--- src/rtl/uart_tx_scheduler.sv ---
// -----------------------------------------------------------------------------
// uart_tx_scheduler
//
// Shares one byte-wide UART transmitter between two requesters:
//   - switch reports: a rising edge on the asynchronous ready_sw button
//     captures the 8 switches and queues a report;
//   - RX echoes: every byte received (rx_valid pulse) is queued for echo.
// Each granted request is sent as a two-byte message: a source header
// (HDR_SW or HDR_RX) followed by the payload byte. When both sources are
// waiting, grants alternate (round-robin); after reset the switch path wins
// the first tie.
//
// Ports:
//   clk, rst_n     clock (rising edge), asynchronous active-low reset
//   ready_sw       asynchronous button; rising edge requests a switch report
//   sw[7:0]        switch values, captured on the synchronized ready_sw edge
//   rx_valid       one-cycle pulse, rx_data[7:0] valid in the same cycle
//   tx_busy        UART busy; high from at most one cycle after tx_start
//                  until the stop bit completes
//   tx_start       one-cycle pulse: transmit tx_data[7:0]
//   tx_data[7:0]   byte to transmit; holds its last value between starts
//   sw_pending     a switch report is queued but not yet granted
//   rx_pending     an RX echo is queued but not yet granted
//   overrun        sticky: an RX byte was dropped (cleared only by reset)
//   fsm_state[2:0] current message FSM state, for observation only
//
// Transmit handshake: the scheduler raises tx_start for exactly one cycle
// with tx_data valid in that cycle, and only when it has seen tx_busy=0.
// The UART may take up to one cycle to raise tx_busy, so the cycle after
// tx_start ignores tx_busy; the next byte is started only after tx_busy has
// been observed low again.
// -----------------------------------------------------------------------------
module uart_tx_scheduler #(
    parameter logic [7:0] HDR_SW = 8'h53,
    parameter logic [7:0] HDR_RX = 8'h52
) (
    input  logic       clk,
    input  logic       rst_n,
    input  logic       ready_sw,
    input  logic [7:0] sw,
    input  logic       rx_valid,
    input  logic [7:0] rx_data,
    input  logic       tx_busy,
    output logic       tx_start,
    output logic [7:0] tx_data,
    output logic       sw_pending,
    output logic       rx_pending,
    output logic       overrun,
    output logic [2:0] fsm_state
);

    typedef enum logic [2:0] {
        IDLE     = 3'd0,
        HDR      = 3'd1,
        HDR_GAP  = 3'd2,
        HDR_WAIT = 3'd3,
        PAY      = 3'd4,
        PAY_GAP  = 3'd5,
        PAY_WAIT = 3'd6
    } state_t;

    state_t     state;
    state_t     state_next;

    // ready_sw: two flops for metastability, third flop for edge detection
    logic       sync1;
    logic       sync2;
    logic       sync3;
    logic       sw_edge;

    logic [7:0] sw_buf;
    logic [7:0] rx_buf;
    logic [7:0] msg_pay;
    logic       last_grant_rx;   // 1 = last grant went to RX
    logic       grant_sw;
    logic       grant_rx;

    assign sw_edge   = sync2 & ~sync3;
    assign fsm_state = state;

    // -------------------------------------------------------------------------
    // FSM state register
    // -------------------------------------------------------------------------
    always_ff @(posedge clk or negedge rst_n) begin
        if (!rst_n) begin
            state <= IDLE;
        end else begin
            state <= state_next;
        end
    end

    // -------------------------------------------------------------------------
    // FSM next state, grant decision and tx_start
    // -------------------------------------------------------------------------
    always_comb begin
        state_next = state;
        tx_start   = 1'b0;
        grant_sw   = 1'b0;
        grant_rx   = 1'b0;
        case (state)
            IDLE: begin
                if (!tx_busy && (sw_pending || rx_pending)) begin
                    // SW wins when alone, or on a tie when RX was served last
                    if (sw_pending && (!rx_pending || last_grant_rx)) begin
                        grant_sw = 1'b1;
                    end else begin
                        grant_rx = 1'b1;
                    end
                    state_next = HDR;
                end
            end
            HDR: begin
                tx_start   = 1'b1;
                state_next = HDR_GAP;
            end
            HDR_GAP: begin
                // tx_busy may not have risen yet; ignore it this cycle
                state_next = HDR_WAIT;
            end
            HDR_WAIT: begin
                if (!tx_busy) begin
                    state_next = PAY;
                end
            end
            PAY: begin
                tx_start   = 1'b1;
                state_next = PAY_GAP;
            end
            PAY_GAP: begin
                state_next = PAY_WAIT;
            end
            PAY_WAIT: begin
                if (!tx_busy) begin
                    state_next = IDLE;
                end
            end
            default: begin
                state_next = IDLE;
            end
        endcase
    end

    // -------------------------------------------------------------------------
    // Request capture, message buffers and transmit data
    // -------------------------------------------------------------------------
    always_ff @(posedge clk or negedge rst_n) begin
        if (!rst_n) begin
            sync1         <= 1'b0;
            sync2         <= 1'b0;
            sync3         <= 1'b0;
            sw_buf        <= 8'h00;
            sw_pending    <= 1'b0;
            rx_buf        <= 8'h00;
            rx_pending    <= 1'b0;
            overrun       <= 1'b0;
            msg_pay       <= 8'h00;
            tx_data       <= 8'h00;
            last_grant_rx <= 1'b1;
        end else begin
            sync1 <= ready_sw;
            sync2 <= sync1;
            sync3 <= sync2;

            // A newer switch edge simply replaces the queued report. A grant in
            // the same cycle takes the old sw_buf; the new report stays queued.
            if (sw_edge) begin
                sw_buf     <= sw;
                sw_pending <= 1'b1;
            end else if (grant_sw) begin
                sw_pending <= 1'b0;
            end

            // RX keeps the oldest byte; a byte arriving while one is queued is
            // dropped unless the queued one is being granted this very cycle.
            if (rx_valid) begin
                if (!rx_pending || grant_rx) begin
                    rx_buf     <= rx_data;
                    rx_pending <= 1'b1;
                end else begin
                    overrun <= 1'b1;
                end
            end else if (grant_rx) begin
                rx_pending <= 1'b0;
            end

            // tx_data is loaded one cycle ahead of each tx_start and then held
            if (grant_sw) begin
                tx_data       <= HDR_SW;
                msg_pay       <= sw_buf;
                last_grant_rx <= 1'b0;
            end else if (grant_rx) begin
                tx_data       <= HDR_RX;
                msg_pay       <= rx_buf;
                last_grant_rx <= 1'b1;
            end else if (state == HDR_WAIT && !tx_busy) begin
                tx_data <= msg_pay;
            end
        end
    end

endmodule

--- config.mk ---
export PLATFORM = sky130hd
export DESIGN_NAME = uart_tx_scheduler
export DESIGN_NICKNAME = d
export VERILOG_FILES = /design/src/rtl/uart_tx_scheduler.sv
export SDC_FILE = /design/constraint.sdc
export NUM_CORES = 1
export LEC_CHECK = 0
export CAP_MARGIN = 40
export CORE_ASPECT_RATIO = 0.6
export CORE_MARGIN = 2
export CORE_UTILIZATION = 50
export CTS_CLUSTER_DIAMETER = 120
export DETAILED_ROUTE_END_ITERATION = 10
export GPL_TIMING_DRIVEN = 0
export PLACE_DENSITY = 0.79
export SYNTH_ARGS = -nofsm -noshare
export SYNTH_HDL_FRONTEND = slang
export SYNTH_SLANG_ARGS = --single-unit
--- constraint.sdc ---
create_clock -name clk -period 2.44 [get_ports clk]
set_input_delay 0.366 -clock clk [delete_from_list [all_inputs] [get_ports clk]]
set_output_delay 0.366 -clock clk [all_outputs]
set_load 0.03 [all_outputs]
==> run notes, run 1 <==
Figures from the flow reports.

Status:
- The run finished with clean final reports.

Layout:
- The run puts the fraction of area in registers at 42.9%.
- The run gives the final core utilization as 66.7%.
- Leaving out fill and tap cells, the most frequent cells in the layout are dfrtp_1 (41), clkdlybuf4s50_1 (33), o211ai_1 (16).
- Clock buffers in the final layout number 7.
- The run puts the area overhead of the layout relative to synthesis at 27.4%.
- By area, registers come first.
- The run puts the proportion of final cell area spent on non-clock buffers at between 10% and 20%.
- The run gives the non-filler instance count after layout as 265.
- By instance count after routing, the leading logic cell type is dfrtp_1.
- In the final layout, the share of cells above drive strength 1 is 13.8%.
- The run puts the sequential cell area in the final layout at around 0.0011 mm².
- The run puts the clock network contribution to total cell area at 4.33%.
- The run puts the filler cell count in the final layout at 274.
- The run gives the buffer count excluding the clock tree in the final layout as 50.
- According to the cell report, the number of logic gates is roughly 120.
- The run puts the antenna diode count at 0.
- The run puts the combinational gate area at 791 µm².
- The net count of the finished layout is 238.
- In the final layout, excluding clock inverters the inverter count is 2.
- The run puts the sequential cell count at 42.

Pwr:
- The run gives the combinational cell power as 1.26 mW.
- The run gives the maximum VDD drop as 710 µV.
- Net switching is between 30% and 40% of the power.
- The run puts the power attributed to sequential cells at approximately 1.1 mW.
- The leakage component of the power was reported as 0.958 nW.
- The run gives the total power per unit cell area as roughly 1200 mW/mm².
- The run puts the switching power at 1.08 mW.
- Power comes to 2.87 mW.
- In this run, the clock network consumes 18.7% of the power.
- The run puts the part of the power in combinational logic at 43.8%.
- The run puts the cell internal power dissipation at roughly 1.8 mW.
- Per report_power, the top consumer among the power groups is combinational cells.
- The run gives the power consumed by the clock network as 535 µW.
- Sequential cells burn between 30 and 40% of the power.

Route:
- The run puts the routed wire length per instance at around 16 µm.
- According to the report, the first pass of detailed routing completed in 4 iterations.
- TritonRoute reported its final design rule violation total as 0.
- The run puts the met3 wire length at 241 µm.
- The run gives the routed metal-1 wirelength as 1960 µm.
- The run gives the routed wire length on met2 as 1920 µm.
- The detailed router finished its first iteration with approximately 58 violations.
- Per the detail_route log, the uppermost layer with routed signals is met4.
- The run gives the tally of nets with antenna violations remaining after routing as 0.
- The run gives the detailed-route vias per instance as about 5.7.

Synthesis:
- In the post-synthesis netlist, the biggest area contributors are dfrtp_1 (53%), o211ai_1 (6.2%), mux2_2 (4.7%), mux2i_1 (4.2%), nand3b_1 (3.1%).
- The run gives the count of instantiated cells in the yosys netlist as between 150 and 200.
- For reference, compound AND-OR and OR-AND cells occupy 16.8% of the area reported after synthesis.
- In the synthesized netlist, the cells that appear most often are dfrtp_1 (41), o211ai_1 (16), nand2_1 (12), o21ai_0 (10).
- For this run the top cell type by instance count after synthesis was dfrtp_1.
- The run puts the number of standard cells after synthesis at ~180.
- In this run, the synthesized area fraction spent on and/or/nand/nor cells is recorded as roughly 15%.
- The most used flip-flop cell after synthesis is dfrtp_1.
- Looking at area per cell type in the netlist, the leader is dfrtp_1.
- The run puts the async set-or-reset flop fraction in the synthesized netlist at 100%.
- The run gives the mean cell area of the mapped netlist as 11.0 µm².
- After Yosys synthesis, full adders, half adders and majority gates account for 0% of the synthesized area.
- Per Yosys stat, the portion of area used by sequential elements is about 55%.
- The run puts the multiplexer fraction of the synthesized cell area at just under 9%.
- The run puts the post-synthesis cell type count at 31.
- The run gives the dominant kind of combinational cell as AND-OR/OR-AND gates.
- The run gives the number of flops mapped to enable cells by yosys as 0.
- The run gives the number of flip-flops and latches in the synthesized netlist as 42.
- The run puts the yosys stat chip area at 0.00193 mm².
- The run gives the portion of synthesized cell area occupied by the leading cell type as between 50% and 60%.
- The run gives the tally of yosys warning messages as 0.
- The run puts the xor and xnor fraction of the mapped netlist area at 0.455%.
- The run puts the netlist area before placement at about 0.0019 mm².
- The run puts the post-synth net total at 196.

Setup path:
- Looking at the critical path, the highest net fanout was 10.
- In this run the critical register-to-register path is captured at msg_pay[6]$_DFFE_PN0P_.
- Per STA, the startpoint of the critical path is tx_busy.
- The run gives the buffers plus inverters on the worst setup path as 2.
- The run gives the internal reg-to-reg setup slack as about 330 ps.
- According to the timing report, the critical path is captured at msg_pay[6]$_DFFE_PN0P_.
- The worst setup path is captured at a register.
- Walking the critical path from launch to capture passes 5 cell instances.
- Listed in order, past its start point the critical path passes clkdlybuf4s50_1 > nor4_2 > and2_1 > buf_2 > a31oi_1.
- The run puts the count of cells along the worst register-to-register path at 5.
- The run gives the endpoint required time on the critical path as 2610 ps.
- The data arrival time reported for the critical path is 2380 ps.
- The run gives the reg-to-reg critical path startpoint as fsm_state[2]$_DFFE_PN0P_.
- In the setup report, the worst path falls into the class in -> reg.
- The run gives the cell family with the largest share of critical-path delay as simple AND/OR/NAND/NOR gates.
- The slowest stage of the critical path belongs to the cell nor4_2.
- The run gives the maximum cell stage delay along the critical path as just over 800 ps.
- The run gives the element type at the critical path start as an input port.

Clock tree:
- The run puts the sink count of the clock tree at 42.
- The run gives the number of buffers inserted during clock tree synthesis as 5.
- The run gives the maximum buffer depth of the clock tree as 2.
- The run puts the H-tree depth at 2.
- The run gives the insertion delay at the late pin of the worst-skew pair as around 290 ps.
- Post-CTS repair changed the size of 0 cells.
- Per the repair_timing log after CTS, setup buffers inserted total 0.
- The tree is rooted in a clkbuf_8.
- The run gives the clock tree from TritonCTS as built.
- In the CTS report, the clock slew at the register clock pins of the worst setup and hold paths is listed as 80 ps.
- For this design, the CTS-stage hold fixing added 0 buffers.

Place:
- The run gives the count of buffers inserted at the top-level ports as 34.
- The run gives the routability congestion estimate from global placement as 0.808.
- The run gives the worst setup timing slack at the placement stage as -31.3 ps.
- The run puts the placed cell area at 0.00235 mm².
- Once placement completed, the tool counted placed cells totaling 257.
- The run gives the detailed-placement wirelength estimate as 3180 µm.

Global routing:
- The run puts the global router's overall resource usage at approximately 22%.
- Entering global routing, the biggest net connects 23 pins.
- The run gives the most heavily used metal layer in global routing as met2.
- Global routing consumed, on the met1 layer, 30.1% of the routing resources.
- The run puts the number of global-route vias before repair at 1430.
- The run gives the first-pass GRT wire length as a little over 7000 µm.
- The initial antenna violation count was 0.
- Global routing finished with a remaining overflow of 0.
- The global routing report lists met3 layer usage as between 5 and 6%.

STA:
- Per the final timing report, the hold violations number 0.
- The run puts the total negative setup slack at 0 ps.
- The run puts the achievable clock frequency at 451 MHz.
- The run gives the final count of negative-setup-slack endpoints as 0.
- The run puts the worst-case headroom to the max-slew limit at 40.9%.
- Setup repair after global routing left no endpoint under its margin.
- The run gives the worst slack on hold paths as 31.3 ps.
- The run puts the final tally of max-slew violations at 0.
- The run puts the actual transition at the worst max-transition pin at just under 900 ps.
- The run puts the worst setup skew after layout at ~6.3 ps.
- The run puts the post-layout minimum cycle time at 2220 ps.
- The run gives the post-route clock period utilization as about nine tenths.
- The run puts the final worst setup slack at 222 ps.

Floorplan:
- The run gives the full die area as about 0.0044 mm².
- Before placement the cells fill 52.4% of the core.
- The run gives the number of top-level pins as 36.
- The run puts the standard-cell row count at 17.
- Per the OpenROAD floorplan log, the width of the die is roughly 84 µm.
- The run gives the height of the die as 52.1 µm.
- The run puts the number of well taps at 47.

Flow run:
- The run gives the total of max-cap violations as 0.
- Across all stage logs, warnings added up to 26.

Worst hold path:
- The run gives the class of the most critical hold timing path as in -> async.
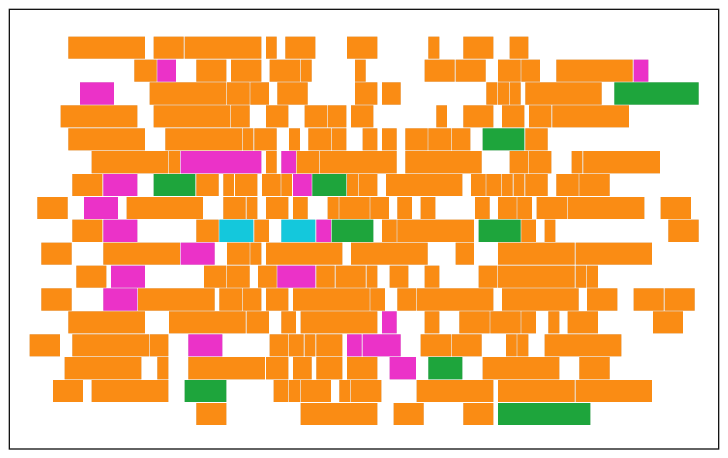
(run_1/sizes.png)
green -> _6 and larger  # cells 9
orange -> _0 and _1 cells  # cells 188
cyan -> _3 and _4 cells  # cells 2
magenta -> _2 cells  # cells 19

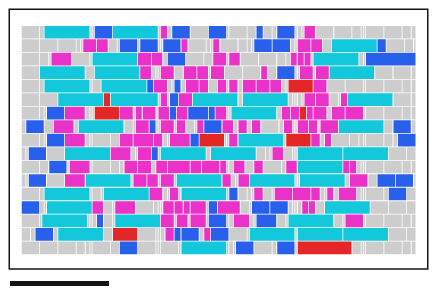
(run_1/placement_by_type.png)
Scale bar: 20 µm. Fill, decap, tap and diode cells in gray.
magenta -> combinational and other logic  # cells 118
red -> clock drivers and dummy loads  # cells 8
blue -> other buffers and delay cells  # cells 50
cyan -> flops  # cells 42
Core Box Area: 0.00368 mm²
Final Instance Area: 0.00245 mm²

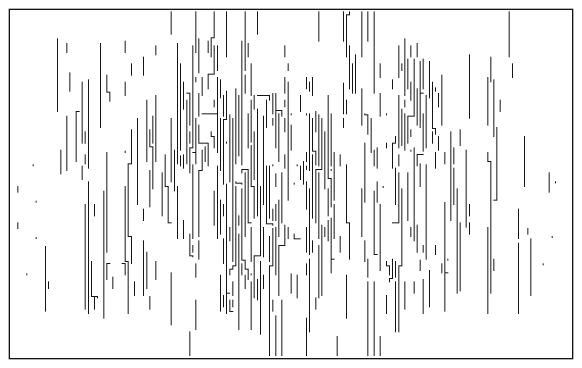
(run_1/layer_met2.png)
main direction = vertical
longest straight run = 21.4 µm
nets with wire on the layer = 205
share of all routed wire = 46%
number of vias in the routed layout: 1513
met2 track utilization from global routing: 33.3%
total length of routed wires: 4190 µm

==> run_1/logic_types.png <==
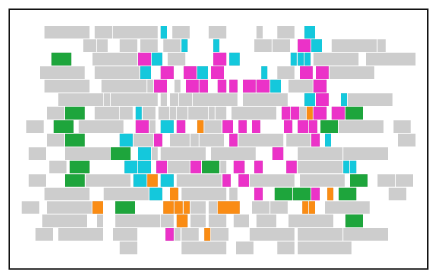

==> run 1 -> run 2 <==
SLEW_MARGIN = 20   (was default)
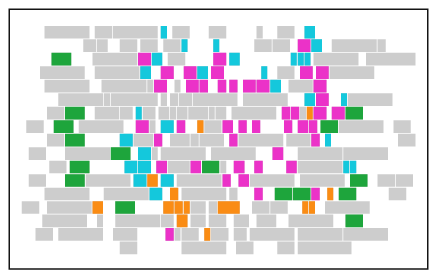
(run_2/logic_types.png)
magenta -> inverting AOI/OAI gates  # cells 43, most used o211ai_1
orange -> NOR gates  # cells 14, most used nor2_1
cyan -> NAND gates  # cells 28, most used nand2_1
green -> multiplexers  # cells 16

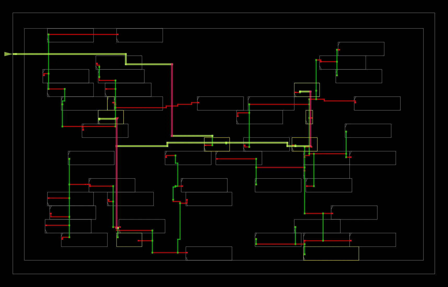
(run_2/clocks.png)
total clock buffers created by CTS: 5
Seq cells: 42
clk pwr: 536 µW
clock sink count: 42

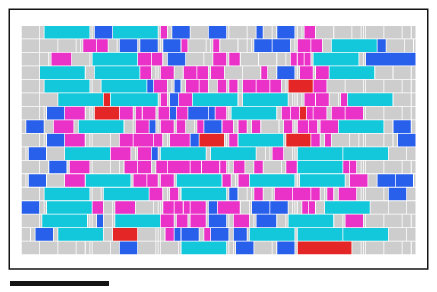
(run_2/placement_by_type.png)
Scale bar: 20 µm. Fill, decap, tap and diode cells in gray.
cyan -> flops  # cells 42
magenta -> combinational and other logic  # cells 118
blue -> other buffers and delay cells  # cells 51
red -> clock drivers and dummy loads  # cells 8
final standard cell utilization of the core: 66.9%
number of standard-cell rows in the floorplan: 17
share of the final layout cell area in sequential cells: 42.7%
Final Instance Area: 0.00246 mm²

==> run notes, run 2 <==
Figures from the flow reports.

Pwr:
- The run gives the switching power as 1.09 mW.
- Looking at the power breakdown, combinational cells take a little over two fifths of the total.
- The clock network burns 18.6% of the power.
- The run gives the combinational cell power as 1.26 mW.
- The run puts the total power per unit cell area at 1170 mW/mm².
- Looking at the VDD voltage map, the peak drop is between 700 and 800 µV.

Global routing:
- The run gives the met3 track utilization from global routing as roughly 5.7%.
- The run puts the global router's overall resource usage at 21.6%.
- The run gives the number of global-route vias before repair as 1430.
- Entering global routing, the biggest net connects 23 pins.

Synthesis:
- The run gives the cell with the most instances after synthesis as dfrtp_1.
- After synthesis, the design contains about 180 cells according to Yosys.
- The run gives the mean cell area of the mapped netlist as 11.0 µm².
- Ranked by instance count, the synthesized netlist is headed by dfrtp_1 (41), o211ai_1 (16), nand2_1 (12), o21ai_0 (10).
- The run puts the post-synth net total at roughly 200.
- The commonest register cell is dfrtp_1.
- Among the non-sequential cells, AND-OR/OR-AND gates take the most area.
- In the post-synthesis netlist, the biggest area contributors are dfrtp_1 (53%), o211ai_1 (6.2%), mux2_2 (4.7%), mux2i_1 (4.2%), nand3b_1 (3.1%).
- Yosys mapped a number of flops with a built-in enable equal to 0.
- The run puts the adder-cell area share of the yosys netlist at 0%.
- The run puts the simple-gate share of the synthesized area at between 10% and 20%.
- The run gives the post-synthesis cell type count as 31.
- In this run, the synthesized area fraction spent on AND-OR/OR-AND gates is recorded as 16.8%.
- The run gives the number of flip-flops and latches in the synthesized netlist as 42.
- Summing every instance area after synthesis gives around 0.0019 mm².
- The run gives the tally of yosys warning messages as 0.

Layout:
- The most common logic cell in the final layout is dfrtp_1.
- Counting the inverters off the clock network in the layout gives 2.
- The run gives the clock network contribution to total cell area as 4.32%.
- Non-clock buffering takes up a little under a fifth of total cell area after layout.
- The clock buffers instantiated in the layout total 7.
- The run puts the antenna diode count at 0.
- The run gives the number of nets in the layout as 239.
- The final layout report lists a non-clock buffer count of 51.
- The post-route netlist has 14.2% of its cells at a drive strength greater than 1.
- Per the layout area report, the register area comes to 0.00105 mm².
- The library cells used most frequently in the layout, excluding fill and tap cells, are dfrtp_1 (41), clkdlybuf4s50_1 (33), o211ai_1 (16).

Setup path:
- The critical path goes through clkbuf_1 > xnor2_1 > nor2_1 > clkdlybuf4s50_1.
- The timing report gives the biggest stage delay along the critical path as 670 ps.
- The run gives the cell with the largest stage delay on the worst path as clkdlybuf4s50_1.
- In this run the critical register-to-register path is captured at sw_pending$_DFFE_PN0P_.
- The run puts the logic depth of the worst setup path including buffers at 4.
- The run gives the kind of capture point of the worst setup path as an output port.
- The run gives the endpoint required time on the critical path as 2070 ps.
- The most critical setup path has its endpoint at tx_start.
- The critical path in this run is classified as reg -> out.

STA:
- For the pin with the worst max-slew slack, the measured transition is 502 ps.
- Summed over all failing endpoints, the final setup total negative slack is 0 ps.
- Based on the critical path, the design can be clocked at up to between 400 and 500 MHz.
- The run gives the final worst setup slack as 281 ps.
- The run gives the worst slack on hold paths as 32.7 ps.
- The run puts the post-route clock period utilization at 88.5%.
- Counting I/O delays and the setup requirement, the final critical path takes roughly 2200 ps.

Worst hold path:
- STA reports the tightest min-delay check as being of type in -> async.

Place:
- The run puts the cell count after placement at roughly 260.
- According to the dpl log, the detail-placed design has an HPWL of 3180 µm.
- The run gives the routability congestion estimate from global placement as 0.808.

Clock tree:
- The clock reaches the later pin of the worst-skew pair after ~290 ps.
- The run gives the clock transition at the registers of the reported paths as around 80 ps.
- The run gives the number of instances resized during post-cts repair as 0.
- TritonCTS built the clock tree.

Route:
- The run gives the iteration tally of the first detailed-router pass as 4.
- Per the detail_route log, met2 wirelength is 1950 µm.
- Signal nets in the final route climb as high as met4.
- The run puts the tally of nets with antenna violations remaining after routing at 0.
- For this block, the routed nets add up to about 4200 µm of wire.
- The run gives the first-iteration detailed-routing DRC count as about 67.

Floorplan:
- 36 I/O pins were placed.
- From bottom edge to top edge, the die measures ~52 µm.
- The chip occupies 0.00438 mm².
- The core region is 0.00368 mm².

Flow run:
- The number of maximum-capacitance violations recorded for the run is 0.
- The run puts the warning total across the stage logs at 26.

Status:
- The flow ran to the end, and the final reports show no timing, DRC or antenna violations.
==> run_2/layer_met2.png <==
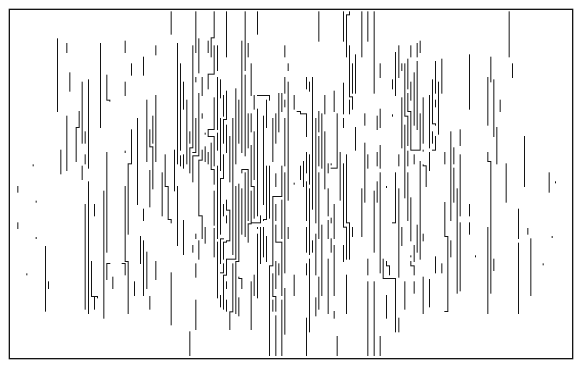

==> run 2 -> run 3 <==
SETUP_SLACK_MARGIN = 0.2   (was default)
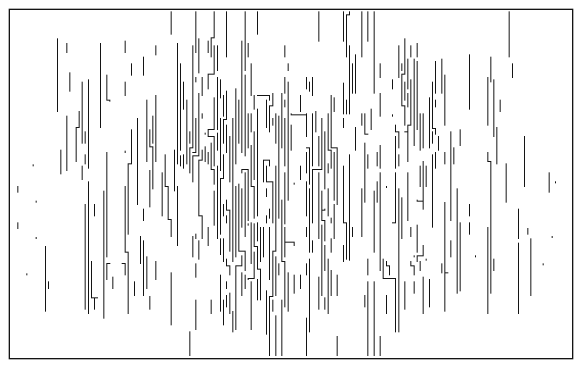
(run_3/layer_met2.png)
share of all routed wire = 46%
main direction = vertical
wire length on this layer = 1930 µm
number of vias in the routed layout: 1504
total length of routed wires: 4220 µm

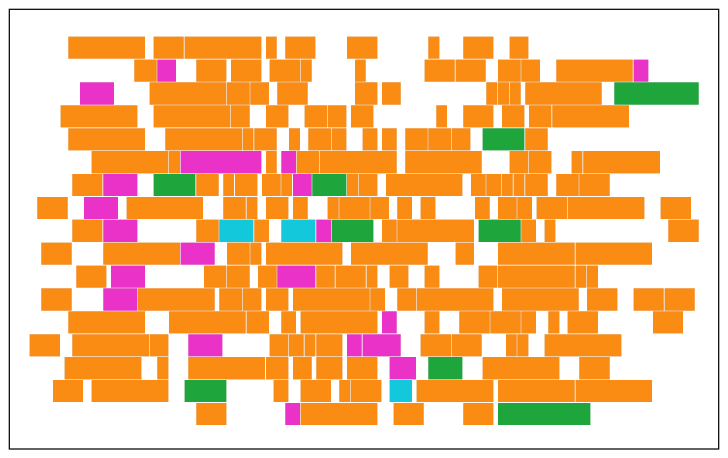
(run_3/sizes.png)
magenta -> _2 cells  # cells 20
cyan -> _3 and _4 cells  # cells 3
green -> _6 and larger  # cells 9
orange -> _0 and _1 cells  # cells 187

==> run notes, run 3 <==
Figures from the flow reports.

Status:
- The flow ran to the end, and the final reports show no timing, DRC or antenna violations.

Layout:
- The repair_antennas step left the layout with diodes totalling 0.
- The multi-input combinational cells in the finished layout cover a total of 791 µm².
- The run gives the buffer count excluding the clock tree in the final layout as between 50 and 60.
- The final layout report lists a non-clock inverter count of 2.
- Ranked by total area, the top cell class in this layout is registers.
- The run puts the non-filler instance count after layout at 266.
- The layout report lists the combined flip-flop and latch area as approximately 0.0011 mm².
- Per the cell usage report, the commonest logic cell in the layout is dfrtp_1.
- The run gives the sequential cell count as 42.
- The area growth from synthesis to layout is 27.9%.
- The run puts the final core utilization at 67.0%.
- The run puts the fraction of area in registers at 42.7%.
- The run puts the number of nets in the layout at 239.

Setup path:
- The run gives the maximum cell stage delay along the critical path as 670 ps.
- The run gives the cell family with the largest share of critical-path delay as buffers and inverters.
- STA classifies the critical path startpoint as a register.
- At the worst endpoint, the arrival time is 1740 ps.
- The run puts the logic depth of the worst setup path including buffers at 4.
- Per the timing report, the most critical flop-to-flop path originates at fsm_state[2]$_DFFE_PN0P_.
- The critical path is of the reg -> out type.
- The report shows a maximum critical-path fanout of 8.
- The run puts the count of cells along the worst register-to-register path at 5.
- For the worst reg-to-reg path, the endpoint reported by OpenROAD is sw_pending$_DFFE_PN0P_.
- The run puts the internal reg-to-reg setup slack at 560 ps.
- In this run the critical path is formed by clkbuf_2 > xnor2_1 > nor2_1 > clkdlybuf4s50_1.
- The worst setup path is captured at an output port.
- The run puts the buffers plus inverters on the worst setup path at 2.

Global routing:
- The initial antenna violation count came to 0.
- Looking at the global route congestion table, the highest-usage layer is met2.
- The run puts the number of global-route vias before repair at 1430.
- The run gives the met3 track utilization from global routing as 5.71%.
- The run puts the met1 layer usage reported by global route at 30.1%.
- Recorded from the global router log, the overflow total was 0.
- The run gives the global router's overall resource usage as 21.6%.
- The first global-routing pass estimated 7160 µm of wire.

Synthesis:
- The run gives the post-synthesis cell type count as 31.
- The run gives the count of instantiated cells in the yosys netlist as 175.
- The run puts the yosys stat chip area at ~0.0019 mm².
- The main area contributors are dfrtp_1 (53%), o211ai_1 (6.2%), mux2_2 (4.7%), mux2i_1 (4.2%), nand3b_1 (3.1%).
- The run puts the portion of synthesized cell area occupied by the leading cell type at 53.2%.
- The run puts the multiplexer fraction of the synthesized cell area at 8.83%.
- The run gives the post-synthesis compound-gate area fraction as 16.8%.
- The run gives the xor and xnor fraction of the mapped netlist area as 0.455%.
- The run gives the top flip-flop cell by instance count after synthesis as dfrtp_1.
- The run puts the tally of yosys warning messages at 0.
- After synthesis the cells add up to 0.00193 mm².
- Per the post-synthesis report, the nets total 196.
- The run gives the async set-or-reset flop fraction in the synthesized netlist as 100%.
- Among all cell types in the netlist, the one instantiated most often is dfrtp_1.
- Of the total synthesized cell area, the portion taken by AND, OR, NAND and NOR gates is 15.0%.
- The cell type that accounts for the most area after synthesis is dfrtp_1.
- The run puts the mean cell area of the mapped netlist at 11.0 µm².
- Of the combinational cells, the family taking the most area is AND-OR/OR-AND gates.
- The run puts the adder-cell area share of the yosys netlist at 0%.

Pwr:
- IR analysis of the VDD net gives a maximum drop of 711 µV.
- The run puts the portion of total power attributed to the clock network at 18.6%.
- For this design the ratio of total power to cell area is 1170 mW/mm².
- The run gives the switching power as 1.09 mW.
- Internal power comes to 1.79 mW.
- The run gives the combinational cell power as 1.26 mW.
- The run puts the part of the power in combinational logic at 43.9%.
- Power attributed to the clock group is 536 µW.
- The power report lists the sequential group at 1.08 mW.
- The run gives the fraction of power spent switching nets as 37.8%.
- The run gives the sequential share of power as 37.5%.
- The run gives the leakage power as 0.966 nW.

Floorplan:
- Per the OpenROAD floorplan log, the width of the die is 84.1 µm.
- The run puts the area of the core region at ~0.0037 mm².
- The run puts the height of the die at approximately 52 µm.
- The run gives the full die area as 0.00438 mm².
- In this run the count of I/O pins placed on the die edge is 36.
- The run puts the number of well taps at 47.

STA:
- The run gives the achievable clock frequency as 476 MHz.
- The worst pin sits at a relative slew slack of 66.2%.
- The run gives the final tally of max-slew violations as 0.
- The run puts the final count of negative-setup-slack endpoints at 0.
- Hold-check failures listed in the final report amount to 0.
- Setup repair after global routing left no endpoint under its margin.
- The run gives the actual transition at the worst max-transition pin as 507 ps.
- The worst path in the final design needs a cycle of between 2000 and 2500 ps, including I/O delays and setup.

Route:
- The run gives the first-iteration detailed-routing DRC count as 48.
- Using the TritonRoute via totals, the vias-per-cell ratio works out to 5.65.
- Per the detail_route log, the uppermost layer with routed signals is met4.
- The run puts the iteration tally of the first detailed-router pass at 4.
- The run puts the tally of nets with antenna violations remaining after routing at 0.
- In the final routing, the length of wire on met1 measures 2030 µm.
- The run gives the routed wire length on met2 as just under 2000 µm.

Place:
- The run gives the placed cell area as approximately 0.0023 mm².
- The run puts the detailed-placement wirelength estimate at 3180 µm.
- Before CTS, the worst setup slack after placement is -31.3 ps.
- The run gives the count of buffers inserted at the top-level ports as 34.
- The run puts the routability congestion estimate from global placement at around 0.8.

Clock tree:
- Post-CTS timing repair inserted 0 buffers for setup.
- The H-tree was split into 2 levels.
- The report lists the number of cells resized after CTS as 0.
- The run puts the clock transition at the registers of the reported paths at 80 ps.
- The run gives the clock tree root buffer cell as clkbuf_8.
- Clock tree synthesis found a total of around 42 sinks.
- The run gives the maximum buffer depth of the clock tree as 2.

Flow run:
- The run gives the warning total across the stage logs as 26.
- The run puts the total of max-cap violations at 0.
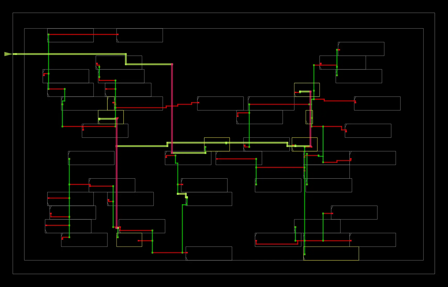
(run_3/clocks.png)
clkbuf count: 7
final setup skew: 4.72 ps
Clock Latency Late Sink: 290 ps

Power figures rest on the tool's default switching activity, not on a simulated workload.
